## config.mk

```make
export PLATFORM = sky130hd
export DESIGN_NAME = simmem_linkedlist_bank_rr
export DESIGN_NICKNAME = d
export VERILOG_FILES = /design/src/rtl/simmem_pkg.sv /design/src/rtl/simmem_rr_arbiter.sv /design/src/rtl/simmem_linkedlist_bank_rr.sv
export SDC_FILE = /design/constraint.sdc
export NUM_CORES = 1
export LEC_CHECK = 0
export CELL_PAD_IN_SITES_DETAIL_PLACEMENT = 2
export CELL_PAD_IN_SITES_GLOBAL_PLACEMENT = 2
export CORE_MARGIN = 2
export CORE_UTILIZATION = 35
export CTS_BUF_LIST = sky130_fd_sc_hd__clkbuf_4 sky130_fd_sc_hd__clkbuf_8 sky130_fd_sc_hd__clkbuf_16
export DETAILED_ROUTE_END_ITERATION = 10
export HOLD_SLACK_MARGIN = 0.15
export PLACE_DENSITY = 0.75
export SLEW_MARGIN = 10
export SYNTH_ARGS = -nofsm -noshare
export SYNTH_HDL_FRONTEND = slang
export SYNTH_SLANG_ARGS = --single-unit
```

## constraint.sdc

```tcl
create_clock -name clk_i -period 5 [get_ports clk_i]
set_clock_uncertainty 0.05 [all_clocks]
set_input_delay 1.5 -clock clk_i [delete_from_list [all_inputs] [get_ports clk_i]]
set_output_delay 1.5 -clock clk_i [all_outputs]
set_load 0.02 [all_outputs]
```

## src/rtl/simmem_pkg.sv

```systemverilog
// Shared defaults for the simulated memory controller message bank.
// Widths are derived locally in each module from these parameters.
package simmem_pkg;
    localparam int DefStructWidth   = 10;
    localparam int DefTotalCapacity = 16;
    localparam int DefIdWidth       = 2;
endpackage

```

## src/rtl/simmem_rr_arbiter.sv

```systemverilog
// Round-robin arbiter: search starts at the requester after the last grant.
// The pointer only moves when the grant is actually consumed (advance_i).
module simmem_rr_arbiter
    import simmem_pkg::*;
#(
    parameter int NumReq = 2 ** DefIdWidth
) (
    input  logic              clk_i,
    input  logic              rst_i,
    input  logic [NumReq-1:0] req_i,
    input  logic              advance_i,
    output logic [NumReq-1:0] grant_o
);
    localparam int PtrWidth = (NumReq > 1) ? $clog2(NumReq) : 1;

    logic [PtrWidth-1:0] ptr_q;
    logic [PtrWidth-1:0] ptr_next;
    logic [PtrWidth-1:0] idx;

    // Walk offsets from far to near so the nearest requester wins; NumReq is a power of two.
    always_comb begin
        grant_o  = '0;
        ptr_next = ptr_q;
        idx      = '0;
        for (int off = NumReq - 1; off >= 0; off--) begin
            idx = ptr_q + PtrWidth'(off);
            if (req_i[idx]) begin
                grant_o      = '0;
                grant_o[idx] = 1'b1;
                ptr_next     = idx + PtrWidth'(1);
            end
        end
    end

    always_ff @(posedge clk_i or posedge rst_i) begin
        if (rst_i) begin
            ptr_q <= '0;
        end else if (advance_i) begin
            ptr_q <= ptr_next;
        end
    end
endmodule

```

## src/rtl/simmem_linkedlist_bank_rr.sv

```systemverilog
// Per-ID FIFO queues kept as linked lists in one shared RAM; released IDs
// drain round-robin through a registered valid/ready output stage.
module simmem_linkedlist_bank_rr
    import simmem_pkg::*;
#(
    parameter int StructWidth   = DefStructWidth,
    parameter int TotalCapacity = DefTotalCapacity,
    parameter int IdWidth       = DefIdWidth,
    localparam int NumIds       = 2 ** IdWidth,
    localparam int CntWidth     = $clog2(TotalCapacity + 1),
    localparam int PtrWidth     = $clog2(TotalCapacity)
) (
    input  logic                       clk_i,
    input  logic                       rst_i,
    input  logic [NumIds-1:0]          release_en_i,
    input  logic [StructWidth-1:0]     data_i,
    input  logic                       in_valid_i,
    output logic                       in_ready_o,
    output logic [StructWidth-1:0]     data_o,
    output logic                       out_valid_o,
    input  logic                       out_ready_i,
    output logic [NumIds*CntWidth-1:0] id_count_o,
    output logic [CntWidth-1:0]        free_count_o
);
    function automatic logic [PtrWidth-1:0] lowest_free(input logic [TotalCapacity-1:0] mask);
        lowest_free = '0;
        for (int i = TotalCapacity - 1; i >= 0; i--) begin
            if (mask[i]) lowest_free = PtrWidth'(i);
        end
    endfunction

    function automatic logic [IdWidth-1:0] onehot_idx(input logic [NumIds-1:0] oh);
        onehot_idx = '0;
        for (int i = 0; i < NumIds; i++) begin
            if (oh[i]) onehot_idx = IdWidth'(i);
        end
    endfunction

    logic [StructWidth-1:0]   data_ram [TotalCapacity];
    logic [PtrWidth-1:0]      next_ram [TotalCapacity];
    logic [TotalCapacity-1:0] free_mask_q;
    logic [CntWidth-1:0]      free_count_q;
    logic [PtrWidth-1:0]      head_q [NumIds];
    logic [PtrWidth-1:0]      tail_q [NumIds];
    logic [CntWidth-1:0]      count_q [NumIds];
    logic                     out_valid_q;
    logic [StructWidth-1:0]   data_q;

    logic [NumIds-1:0]  eligible;
    logic [NumIds-1:0]  grant;
    logic [NumIds-1:0]  push_hit;
    logic [NumIds-1:0]  pop_hit;
    logic               push;
    logic               load;
    logic [IdWidth-1:0] push_id;
    logic [IdWidth-1:0] gnt_id;
    logic [PtrWidth-1:0] new_slot;
    logic [PtrWidth-1:0] pop_slot;

    assign in_ready_o   = (free_count_q != '0);
    assign free_count_o = free_count_q;
    assign out_valid_o  = out_valid_q;
    assign data_o       = data_q;

    assign push     = in_valid_i && in_ready_o;
    assign push_id  = data_i[IdWidth-1:0];
    assign new_slot = lowest_free(free_mask_q);
    assign gnt_id   = onehot_idx(grant);
    assign pop_slot = head_q[gnt_id];
    assign load     = (!out_valid_q || out_ready_i) && (|eligible);

    always_comb begin
        eligible   = '0;
        push_hit   = '0;
        pop_hit    = '0;
        id_count_o = '0;
        for (int i = 0; i < NumIds; i++) begin
            eligible[i] = release_en_i[i] && (count_q[i] != '0);
            push_hit[i] = push && (push_id == IdWidth'(i));
            pop_hit[i]  = load && grant[i];
            id_count_o[i*CntWidth +: CntWidth] = count_q[i];
        end
    end

    simmem_rr_arbiter #(.NumReq(NumIds)) u_arbiter (
        .clk_i     (clk_i),
        .rst_i     (rst_i),
        .req_i     (eligible),
        .advance_i (load),
        .grant_o   (grant)
    );

    // Link write into the old tail is harmless even if that tail is popped this cycle.
    always_ff @(posedge clk_i) begin
        if (push) begin
            data_ram[new_slot] <= data_i;
            if (count_q[push_id] != '0) next_ram[tail_q[push_id]] <= new_slot;
        end
    end

    always_ff @(posedge clk_i or posedge rst_i) begin
        if (rst_i) begin
            free_mask_q  <= '1;
            free_count_q <= CntWidth'(TotalCapacity);
            out_valid_q  <= 1'b0;
            data_q       <= '0;
            for (int i = 0; i < NumIds; i++) begin
                head_q[i]  <= '0;
                tail_q[i]  <= '0;
                count_q[i] <= '0;
            end
        end else begin
            if (push) free_mask_q[new_slot] <= 1'b0;
            if (load) free_mask_q[pop_slot] <= 1'b1;
            if (push && !load) free_count_q <= free_count_q - CntWidth'(1);
            else if (load && !push) free_count_q <= free_count_q + CntWidth'(1);

            for (int i = 0; i < NumIds; i++) begin
                if (push_hit[i] && !pop_hit[i]) count_q[i] <= count_q[i] + CntWidth'(1);
                else if (pop_hit[i] && !push_hit[i]) count_q[i] <= count_q[i] - CntWidth'(1);
                if (push_hit[i]) tail_q[i] <= new_slot;
                // Popping the last entry hands the head to a same-cycle push (or leaves it unused).
                if (pop_hit[i]) begin
                    head_q[i] <= (count_q[i] == CntWidth'(1)) ? new_slot : next_ram[head_q[i]];
                end else if (push_hit[i] && count_q[i] == '0) begin
                    head_q[i] <= new_slot;
                end
            end

            if (load) begin
                out_valid_q <= 1'b1;
                data_q      <= data_ram[pop_slot];
            end else if (out_ready_i) begin
                out_valid_q <= 1'b0;
            end
        end
    end
endmodule
```

Figure 1. Floorplan with the power grid.
Scale: 1.5 px per um. Pins as bars on the die edge.
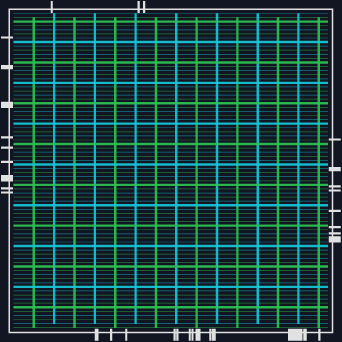
legend:
  green:
    net: VSS
  cyan:
    net: VDD
met1 rails: 78
met5 straps: 15
worst IR drop on VDD: 352.7 uV
Die Wd: 214.5 um
total core area: 43930 um2
Die H: 214.5 um

Figure 2. Placed cells, one colour a class.
Scale: 1 px per um. Fill, decap, tap and diode cells in grey.
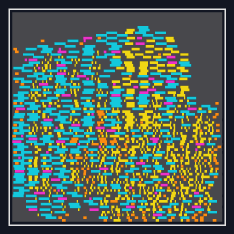
legend:
  cyan:
    class: flops
    cells: 310
    share_of_their_area: 50%
  magenta:
    class: clock drivers and dummy loads
    cells: 67
    share_of_their_area: 6.9%
  orange:
    class: other buffers and delay cells
    cells: 132
    share_of_their_area: 7.1%
  yellow:
    class: combinational and other logic
    cells: 765
    share_of_their_area: 36%
post-route cell area: 18490 um2
Site Rows: 77
flip-flop and latch share of the layout cell area: 0.4814
Layout Utilization: 0.4208

Figure 3. Clock network drawn from the DEF.
Scale: 3 px per um.
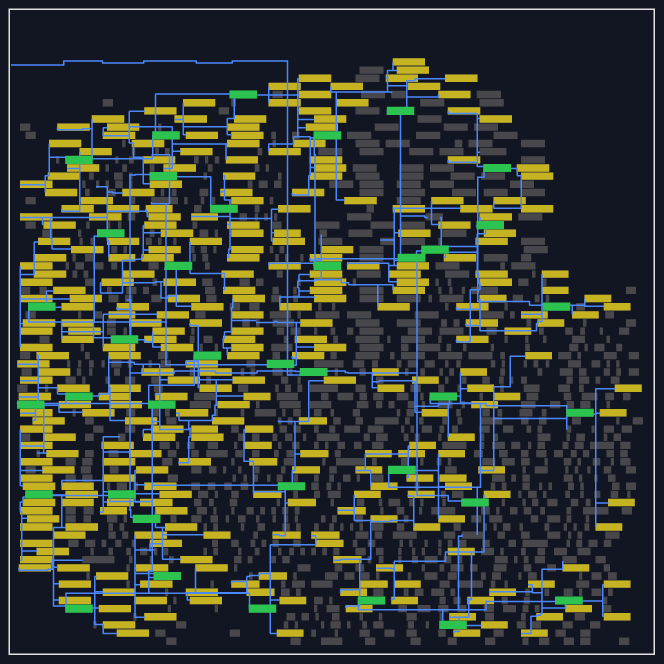
legend:
  yellow:
    item: flip-flops
    count: 310
  blue:
    item: clock wires
    length: 4570 um
  green:
    item: clock drivers
    count: 37
flops lie: spread over the die
routed clock nets: 38
power share of the clock group: 0.191
clock network power: 2.71 mW
worst-skew pair later-pin latency: 560 ps

==> results.rst <==
Flow metrics
------------

.. list-table::
   :header-rows: 1

   * - Metric
     - Value
   * - Number of clock buffers in the layout
     - 51
   * - Avg Inst Size Synth
     - 13.64 um2
   * - Data required time at the worst endpoint
     - 5390 ps
   * - Data-path buffer share of cell area in the final layout
     - 0.06836
   * - Launch instance of the worst min-delay path
     - tail_q[8]
   * - Worst Path Buf+Inv
     - 3
   * - Total power after layout
     - 14.15 mW
   * - Total via count after detailed routing
     - 10614
   * - Layout filler cell count
     - 4439
   * - Worst slew slack as a fraction of its limit
     - 0.2317
   * - Largest power group
     - combinational cells
   * - Worst reg2reg path startpoint
     - id_count_o[10]
   * - Worst min-delay path endpoint
     - tail_q[8]
   * - Biggest register
     - data_ram
   * - Result of the run
     - finished clean
   * - Most instantiated library cell after synthesis
     - edfxtp_1
   * - Flip-flop count of the largest register, all copies and words added
     - 160
   * - Most used standard cells in the synthesized netlist
     - edfxtp_1 (224), nand2_1 (125), mux4_2 (85), nor2_1 (76), dfrtp_1 (69)
   * - Drt first pass iters
     - 5
   * - Area reported by Yosys stat
     - 15510 um2
   * - Switching part of the total
     - 0.4242
   * - Largest buffer count on any clock path
     - 3
   * - Main combinational cell family by area after synthesis
     - multiplexers
   * - Post-DRT Antenna Nets
     - 0
   * - Met2 capacity usage during global routing
     - 0.3841
   * - Power per cell area
     - 765.7 nW/um2
Power figures rest on the tool's default switching activity, not on a simulated workload.
